===== src/rtl/keypad_pkg.sv =====
// Shared types and helpers for the keypad front-end: key width, debounce FSM
// states and the one-hot test used to qualify a candidate key.
package keypad_pkg;

    localparam int KEY_W = 8;

    typedef enum logic [1:0] {
        IDLE,
        DEBOUNCE_PRESS,
        PRESSED,
        DEBOUNCE_RELEASE
    } state_e;

    // True when exactly one bit is set: clearing the lowest set bit leaves zero.
    function automatic logic onehot8(input logic [KEY_W-1:0] v);
        return (v != '0) && ((v & (v - KEY_W'(1))) == '0);
    endfunction

endpackage


===== src/rtl/keypad_sync.sv =====
// Two-flop synchroniser bringing the asynchronous switch lines into the clock
// domain before any decision is made on them.
module keypad_sync
    import keypad_pkg::*;
(
    input  logic             clk_i,
    input  logic             rst_i,
    input  logic [KEY_W-1:0] d_i,
    output logic [KEY_W-1:0] q_o
);

    logic [KEY_W-1:0] s1_q;
    logic [KEY_W-1:0] s2_q;

    always_ff @(posedge clk_i) begin
        if (rst_i) begin
            s1_q <= '0;
            s2_q <= '0;
        end else begin
            s1_q <= d_i;
            s2_q <= s1_q;
        end
    end

    assign q_o = s2_q;

endmodule


===== src/rtl/keypad_debounce.sv =====
// Keypad conditioning: synchronise, reject chords, debounce press and release,
// and present a registered one-hot key with a one-cycle press strobe.
module keypad_debounce
    import keypad_pkg::*;
#(
    parameter int DEBOUNCE_CYCLES = 16,
    parameter int CNT_W           = $clog2(DEBOUNCE_CYCLES)
) (
    input  logic             CLK,
    input  logic             RST,
    input  logic [KEY_W-1:0] raw_key,
    output logic [KEY_W-1:0] key,
    output logic             key_strobe,
    output logic             key_held
);

    localparam logic [CNT_W-1:0] CNT_LAST = CNT_W'(DEBOUNCE_CYCLES - 1);

    logic [KEY_W-1:0] sync_key;
    logic [KEY_W-1:0] cand;

    state_e           state_q,  state_d;
    logic [KEY_W-1:0] pend_q,   pend_d;
    logic [KEY_W-1:0] key_q,    key_d;
    logic [CNT_W-1:0] cnt_q,    cnt_d;
    logic             strobe_q, strobe_d;
    logic             held_q,   held_d;

    keypad_sync u_sync (
        .clk_i (CLK),
        .rst_i (RST),
        .d_i   (raw_key),
        .q_o   (sync_key)
    );

    // Chords and no-key both collapse to zero so neither can be accepted.
    assign cand = onehot8(sync_key) ? sync_key : '0;

    always_ff @(posedge CLK) begin
        if (RST) begin
            state_q  <= IDLE;
            pend_q   <= '0;
            key_q    <= '0;
            cnt_q    <= '0;
            strobe_q <= 1'b0;
            held_q   <= 1'b0;
        end else begin
            state_q  <= state_d;
            pend_q   <= pend_d;
            key_q    <= key_d;
            cnt_q    <= cnt_d;
            strobe_q <= strobe_d;
            held_q   <= held_d;
        end
    end

    always_comb begin
        state_d  = state_q;
        pend_d   = pend_q;
        key_d    = key_q;
        cnt_d    = cnt_q;
        strobe_d = 1'b0;

        unique case (state_q)
            IDLE: begin
                if (cand != '0) begin
                    pend_d  = cand;
                    cnt_d   = '0;
                    state_d = DEBOUNCE_PRESS;
                end
            end
            DEBOUNCE_PRESS: begin
                if (cand != pend_q) begin
                    cnt_d   = '0;
                    state_d = IDLE;
                end else if (cnt_q == CNT_LAST) begin
                    key_d    = pend_q;
                    strobe_d = 1'b1;
                    state_d  = PRESSED;
                end else begin
                    cnt_d = cnt_q + CNT_W'(1);
                end
            end
            PRESSED: begin
                // Release, chord and a different key all go through a full release.
                if (cand != key_q) begin
                    cnt_d   = '0;
                    state_d = DEBOUNCE_RELEASE;
                end
            end
            DEBOUNCE_RELEASE: begin
                if (cand == key_q) begin
                    cnt_d   = '0;
                    state_d = PRESSED;
                end else if (cnt_q == CNT_LAST) begin
                    key_d   = '0;
                    cnt_d   = '0;
                    state_d = IDLE;
                end else begin
                    cnt_d = cnt_q + CNT_W'(1);
                end
            end
            default: state_d = IDLE;
        endcase

        held_d = (state_d == PRESSED) || (state_d == DEBOUNCE_RELEASE);
    end

    assign key        = key_q;
    assign key_strobe = strobe_q;
    assign key_held   = held_q;

endmodule


===== config.mk =====
export PLATFORM = sky130hd
export DESIGN_NAME = keypad_debounce
export DESIGN_NICKNAME = d
export VERILOG_FILES = /design/src/rtl/keypad_pkg.sv /design/src/rtl/keypad_sync.sv /design/src/rtl/keypad_debounce.sv
export SDC_FILE = /design/constraint.sdc
export NUM_CORES = 1
export LEC_CHECK = 0
export ABC_CLOCK_PERIOD_IN_PS = 3400
export CORE_UTILIZATION = 55
export DETAILED_ROUTE_END_ITERATION = 8
export PLACE_DENSITY = 0.77
export SETUP_SLACK_MARGIN = 0.5
export SLEW_MARGIN = 30
export SYNTH_ARGS = -nofsm -noshare
export SYNTH_HDL_FRONTEND = slang
export SYNTH_HIERARCHICAL = 1
export SYNTH_SLANG_ARGS = --single-unit

===== constraint.sdc =====
create_clock -name CLK -period 3.4 [get_ports CLK]
set_input_delay 1.02 -clock CLK [delete_from_list [all_inputs] [get_ports CLK]]
set_output_delay 1.02 -clock CLK [all_outputs]
set_load 0.01 [all_outputs]

Run 1, M1 wires:
Scale bar: 20 µm. Supply wires on this layer in grey.
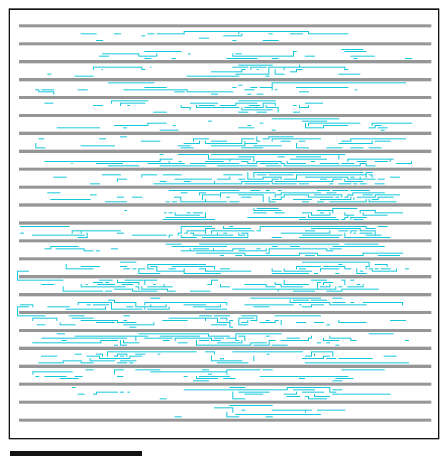
main direction = horizontal
share of all routed wire = 45%
wire length on this layer = 2080 µm
longest straight run = 21.2 µm
nets with wire on the layer = 236

Run 1, metal 2:
Cells faint in the background.
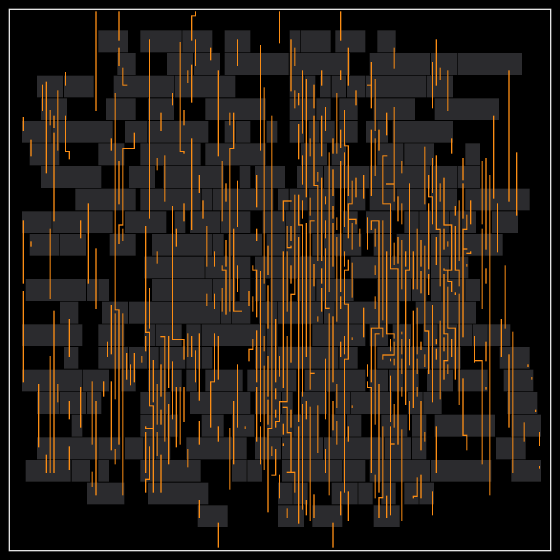
nets with wire on the layer = 215
wire length on this layer = 2150 µm
longest straight run = 38.4 µm
share of all routed wire = 46%
main direction = vertical
routed vias: 1779
total routed wirelength: 4.64 mm
met2 Usage GRT: 0.367

==> impl_metrics.ini, run 1 <==
; generated from flow reports
[status]
run_status = finished clean

[run]
drv.max_cap_violation_count = 0
stage_log_warnings = 26

[logic_synthesis]
aoi_share = 0.206
xor_xnor_fraction_of_synth_area = 0.0361
synth-async-reset-ratio = 0
synth.cellmix.simpleShare = 0.296
ys_sh_mux = 0.0350
mappedNetlistNets = 251
post_synth_inst_count = 240
yosysMostFrequentCell = sky130_fd_sc_hd__dfxtp_1
yosys_reported_design_area_after_synthesis_um2 = 2180
synth.top_cells.by_count = sky130_fd_sc_hd__dfxtp_1, sky130_fd_sc_hd__nor2_1, sky130_fd_sc_hd__a21oi_1
ys.flop_type = sky130_fd_sc_hd__dfxtp_1
ys_ff = 40
top_area_cell = sky130_fd_sc_hd__dfxtp_1
yosysTopAreaCellShare = 0.367
postSynthSeqShare = 0.367
edf_count = 0
synth-adder-area-share = 0.0103
netlist_area_before_placement_um2 = 2180
yosysWarningCount = 6
post_synth_num_cell_types = 59
yosys_cells = 240
yosys-dominant-comb-family = simple AND/OR/NAND/NOR gates
postSynthAreaPerCell_um2 = 9.09
synth_area_leaders = sky130_fd_sc_hd__dfxtp_1, sky130_fd_sc_hd__nand4b_1, sky130_fd_sc_hd__nor2_1

[pwr]
ratio_of_total_power_to_cell_area_nw_per_um2 = 425
peakVddDrop_uv = 282
leakage_nw = 0.870
totalPowerFinal_mw = 1.07

[placed_design]
place_area_um2 = 2360
gp_congestion = 0.954
detailedPlacementHpwl_mm = 3.26
port_buffers = 19

[die]
core_area_um2 = 3740
floorplan_core_density = 0.583
io_pins = 20
chipArea_um2 = 4220
die-height_um = 65.0
die_w_um = 65.0
rows = 22

[route]
drt_first_iter_violations = 213
antenna_violating_nets_post_route = 0
detail_route.vias_per_cell = 5.83
avgRoutedWirePerCell_um = 15.2
drt_pass1_iterations = 4
drc = 0

[setup_path]
cp_max_fanout = 10
worstPathRequired_ns = 3.59
crit_path_cell_trace = or4_1, o211a_2, o211ai_4, a41oi_1, a211o_4, o31ai_4, nand2_2, mux2_4
timing.setup.critical_path_class = register to register
timing.critical_path.slowest_cell_delay_ns = 0.57
timing.critical_path.arrival_ns = 2.98
critPathCaptureType = register
setup.worst_path.start_class = register
critPathSlowestCell = sky130_fd_sc_hd__or4_1
r2r_setup_slack_ns = 0.61

[clock_network]
path_clk_slew_ns = 0.08
ctsHoldBuffers = 0
numCtsBuffers = 5
clk_root_buffer_cell = sky130_fd_sc_hd__clkbuf_8
clock_tree.buffer_depth = 2
h-tree-depth = 2
cts_tree = done
worst_skew_pair.late_latency_ns = 0.30
cts_num_sinks = 40

[final_timing]
finalHoldWorstSlack_ns = 0.437
fmax_ghz = 0.359
grt_setup_unrepaired = false
timing.max_slew.rel_slack = 0.630
final_hold_viol_count = 0
finalSetupTns_ns = 0
worstMarginPinSlew_ns = 0.551
skew_ns = 0.00527
final_cycle_utilization_of_the_critical_path = 0.820
timing.final.max_slew_violations = 0
post_route_minimum_period_ns = 2.79
finalSetupViolations = 0

[final_layout]
areaGrowthSynthToFinish_pct = 15.3
share_of_final_layout_standard_cells_stronger_than_drive_strength_1 = 0.191
final_area_um2 = 2510
utilization = 0.672
most-common-layout-cells = sky130_fd_sc_hd__dfxtp_1, sky130_fd_sc_hd__nor2_1, sky130_fd_sc_hd__clkdlybuf4s50_1, sky130_fd_sc_hd__a21oi_1
count_of_inserted_antenna_diode_cells = 0
lay_top_count = sky130_fd_sc_hd__dfxtp_1
nets = 267

[global_routing]
grt_most_used_layer = met2
grt_overflow_total = 0
grt.met3_usage = 0.0511
first_global_vias = 1641
grt_antenna_before_repair = 0
grt_use_met1 = 0.306
pin_count_of_the_biggest_net_entering_global_routing = 30
globalRouteTotalUtil = 0.243
grt_pass1_wl_mm = 7.60

[hold_path]
hold_class = register to register
Run 1, met3 routing:
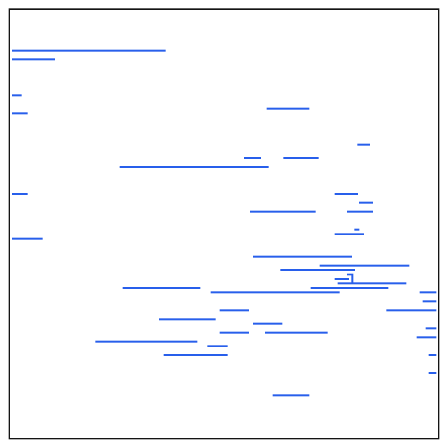
main direction = horizontal
nets with wire on the layer = 34
share of all routed wire = 5.9%
wire length on this layer = 274 µm
longest straight run = 23.0 µm

Run 1, signal metal coverage by tile:
The die is cut into 13 by 13 equal tiles; dark blue is low, red is high, scaled to the fullest tile. Values are wire area over tile area, all layers added.
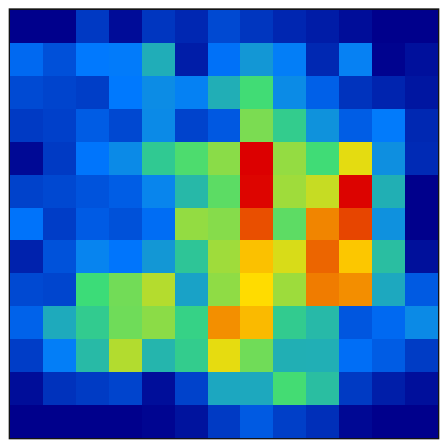
tiles over half the peak = 24%
nearly empty tiles = 9.5%
densest ninth of the die = middle
fullest tile = 0.58
mean over tiles = 0.18

==> run 1: routing by layer <==
layer / up-vias / wire (µm)
li1: 899 / -
met4: 0 / 130
met1: 806 / 2080
met2: 65 / 2150
met3: 9 / 274
met5: - / 0
==> run 1: power breakdown <==
group	switching (mW)	internal [mW]
logic	0.0913	0.0788
registers	0.0242	0.484
clock network	0.169	0.221
total	0.285	0.783
==> run 1: path summary, 6_finish.rpt <==
kind                                     start       endpoint  cells after the start
worst min-delay path            u_sync/s1_q[6]  u_sync/q_o[6]                      1
worst max register to register   u_sync/q_o[0]       cnt_q[1]                      8
worst min register to register  u_sync/s1_q[6]  u_sync/q_o[6]                      1
worst max-delay path             u_sync/q_o[0]       cnt_q[1]                      8
==> run 1: stage by stage <==
stage | std cells | worst slack (ns)
5_1_grt | 305 | 0.508
4_1_cts | 304 | 0.521
3_3_place_gp | 295 | 0.504
3_5_place_dp | 295 | 0.482
2_1_floorplan | 240 | 0.750
6_report | 305 | 0.612
==> run 1: sequential cells by signal (all words and copies together), names as in the netlist <==
name / count
key: 8
key_held: 1
u_sync/q_o: 8
pend_q: 8
state_q: 2
cnt_q: 4
u_sync/s1_q: 8
key_strobe: 1
==> run 1: layout make-up <==
type	count	area (µm²)
clock buffer	5	68.8
clock inverter	3	46.3
tap	48	60.1
multi-input combinational	179	1280
timing repair buffer	22	225
sequential	40	806
fill	315	1230
inverter	8	30.0
==> run 1: worst max-delay path: cells and delay by family, from the launching register on <==
kind	cells	cell delay, ns
muxes	1	0.30
and+or+nand+nor	2	0.70
DFF	1	0.43
AOI/OAI and AO/OA	5	1.25
==> run 1: timing repair <==
item                                    in CTS  in global routing
buffers inserted                             1                  1
endpoints found under the setup margin       8                 11
resized                                      0                  7
pin swaps                                    1                  1
==> run 2, diff against run 1 <==
ABC_CLOCK_PERIOD_IN_PS = 2600   (was 3400)
clock period = 2.6 ns   (was 3.4 ns; I/O delays follow)
Run 2, metal 2:
Cells faint in the background.
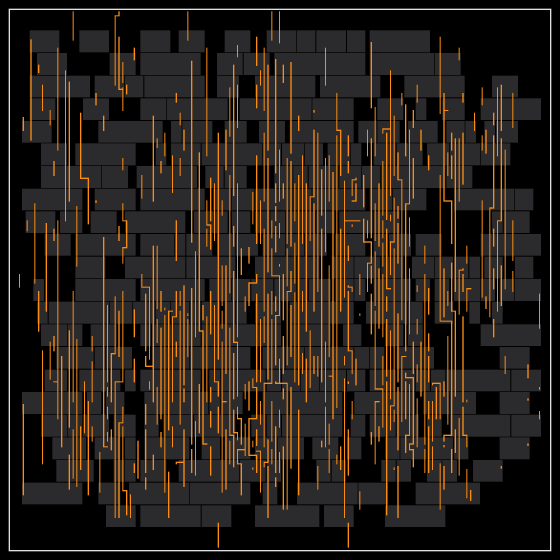
longest straight run = 32.6 µm
main direction = vertical
wire length on this layer = 2550 µm
met2 Usage GRT: 0.408
routed vias: 1906
total routed wirelength: 5.14 mm

Run 2, routing congestion map:
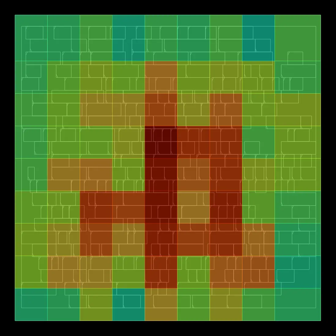
met1 track demand over resource: 0.334
Top Usage Layer GRT: met2
global-route usage over all layers: 0.257
final core area utilization: 0.762
met3 layer usage reported by global route: 0.0599

==> run 2 against run 1 <==
The run now ends with negative setup slack left; sequential share of layout area fell by 3.5 points; utilization rose by 9.0 points; final area rose by 13%; wire length rose by 11%; worst hold slack improved by 0.015 ns; via count rose by 7.1%; combinational power rose by 94%; sequential cell count did not move; sequential power rose by about 30%; total power rose by 41%; critical path type unchanged; critical endpoint unchanged; highest routed layer unchanged.
==> impl_metrics.ini, run 2 <==
; generated from flow reports
[pwr]
clkPwrFrac = 0.346
sequentialPowerShare = 0.435
net-switching-power_mw = 0.424
power.share.switching = 0.281
leakage_nw = 1.04

[clock_network]
cts_tree = done
numCtsBuffers = 5
post-cts-setup-buffers = 4
cts_repair_resize_count = 11
ctsHoldBuffers = 0
worst_skew_pair.late_latency_ns = 0.30

[hold_path]
hold_class = register to register
worst_hold_path.num_cells = 1

[setup_path]
setup.worst_path.end = cnt_q[1]
worstPathRequired_ns = 2.80
critPathSlowestCell = sky130_fd_sc_hd__or4_4
worst-r2r-cell-count = 9
timing.critical_path.arrival_ns = 2.80
crit_path_cell_trace = or4_4, o211a_4, o211ai_4, a41oi_2, a211o_4, buf_12, o211ai_4, a211oi_1, mux2_4
setup.worst_path.start_class = register
timing.setup.critical_path_class = register to register
regToRegEndpoint = cnt_q[1]
timing.critical_path.from = u_sync/q_o[2]

[route]
maxUsedRoutingLayer = met4
drc = 0
drt_first_iter_violations = 152
avgRoutedWirePerCell_um = 15.5
met2RoutedLength_mm = 2.55
post_route_m1_wl_mm = 2.33

[final_timing]
final_cycle_utilization_of_the_critical_path = 1.00
finalSetupViolations = 1
worstMarginPinSlew_ns = 0.456
timing.final.ws_setup_ns = -0.00252
final_hold_viol_count = 0
timing.max_slew.rel_slack = 0.695
post_route_minimum_period_ns = 2.60
skew_ns = 0.00493

[die]
die-height_um = 65.0
floorplan_core_density = 0.583
core_area_um2 = 3740
die_w_um = 65.0
io_pins = 20

[placed_design]
detailedPlacementHpwl_mm = 3.45
pre_cts_slack_ns = -0.0747
port_buffers = 19

[global_routing]
grt_overflow_total = 0
first_global_vias = 1710
grt_antenna_before_repair = 0

[logic_synthesis]
post_synth_num_cell_types = 59
yosysWarningCount = 6
post_synth_inst_count = 240
mappedNetlistNets = 251
ys_ff = 40
yosys_reported_design_area_after_synthesis_um2 = 2180
postSynthSeqShare = 0.367
synth-async-reset-ratio = 0

[run]
stage_log_warnings = 29

[final_layout]
nets = 294
lay_top_count = sky130_fd_sc_hd__dfxtp_1
most-common-layout-cells = sky130_fd_sc_hd__dfxtp_1, sky130_fd_sc_hd__buf_4, sky130_fd_sc_hd__clkdlybuf4s50_1, sky130_fd_sc_hd__nor2_1, sky130_fd_sc_hd__o21ai_0
count_of_inserted_antenna_diode_cells = 0
share_of_final_layout_standard_cells_stronger_than_drive_strength_1 = 0.345
layout.filler_cells = 274

[status]
violated_checks = negative setup slack
run_status = finished, violations left
## run 2: cell types whose count changed in the layout (fill, tap and decap cells not counted), moves of 4 or more
cell and change:
sky130_fd_sc_hd__nor2_2 +4, sky130_fd_sc_hd__dfxtp_1 -4, sky130_fd_sc_hd__nor2_1 -4, sky130_fd_sc_hd__buf_4 +26
## run 2: kinds of logic after synthesis
| kind of cell | synth area share |
|---|---|
| and+or+nand+nor | 0.296 |
| adders and majority gates | 0.0103 |
| buffers and inverters | 0.0493 |
| AOI/OAI and AO/OA | 0.206 |
| xor gates and xnor gates | 0.0361 |
| muxes | 0.0350 |
| DFF | 0.367 |
## run 2: power by group through the flow
stage | combinational [mW] | sequential [mW] | clock (mW)
after global routing | 0.353 | 0.660 | 0.564
after global placement | 0.258 | 0.670 | 0
after detailed placement | 0.261 | 0.670 | 0
after CTS | 0.289 | 0.655 | 0.530
after floorplan | 0.196 | 0.658 | 0
final | 0.330 | 0.658 | 0.522
## run 2: area by class of cell
type / count / area, µm² / area share
multi-input combinational: 179 / 1390 / 0.488
sequential: 40 / 813 / 0.285
timing repair buffer: 49 / 440 / 0.154
clock buffer: 5 / 68.8 / 0.0241
tap: 48 / 60.1 / 0.0211
clock inverter: 3 / 47.5 / 0.0167
inverter: 8 / 30.0 / 0.0105
## run 2: through the flow
| step | power (mW) | area [µm²] | setup TNS, ns |
|---|---|---|---|
| 2_1_floorplan | 0.854 | 2230 | 0 |
| 3_3_place_gp | 0.928 | 2570 | -0.00151 |
| 3_5_place_dp | 0.931 | 2570 | -0.0747 |
| 4_1_cts | 1.47 | 2760 | -0.00714 |
| 5_1_grt | 1.58 | 2850 | -0.897 |
| 6_report | 1.51 | 2850 | -0.00252 |
Power figures rest on the tool's default switching activity, not on a simulated workload.
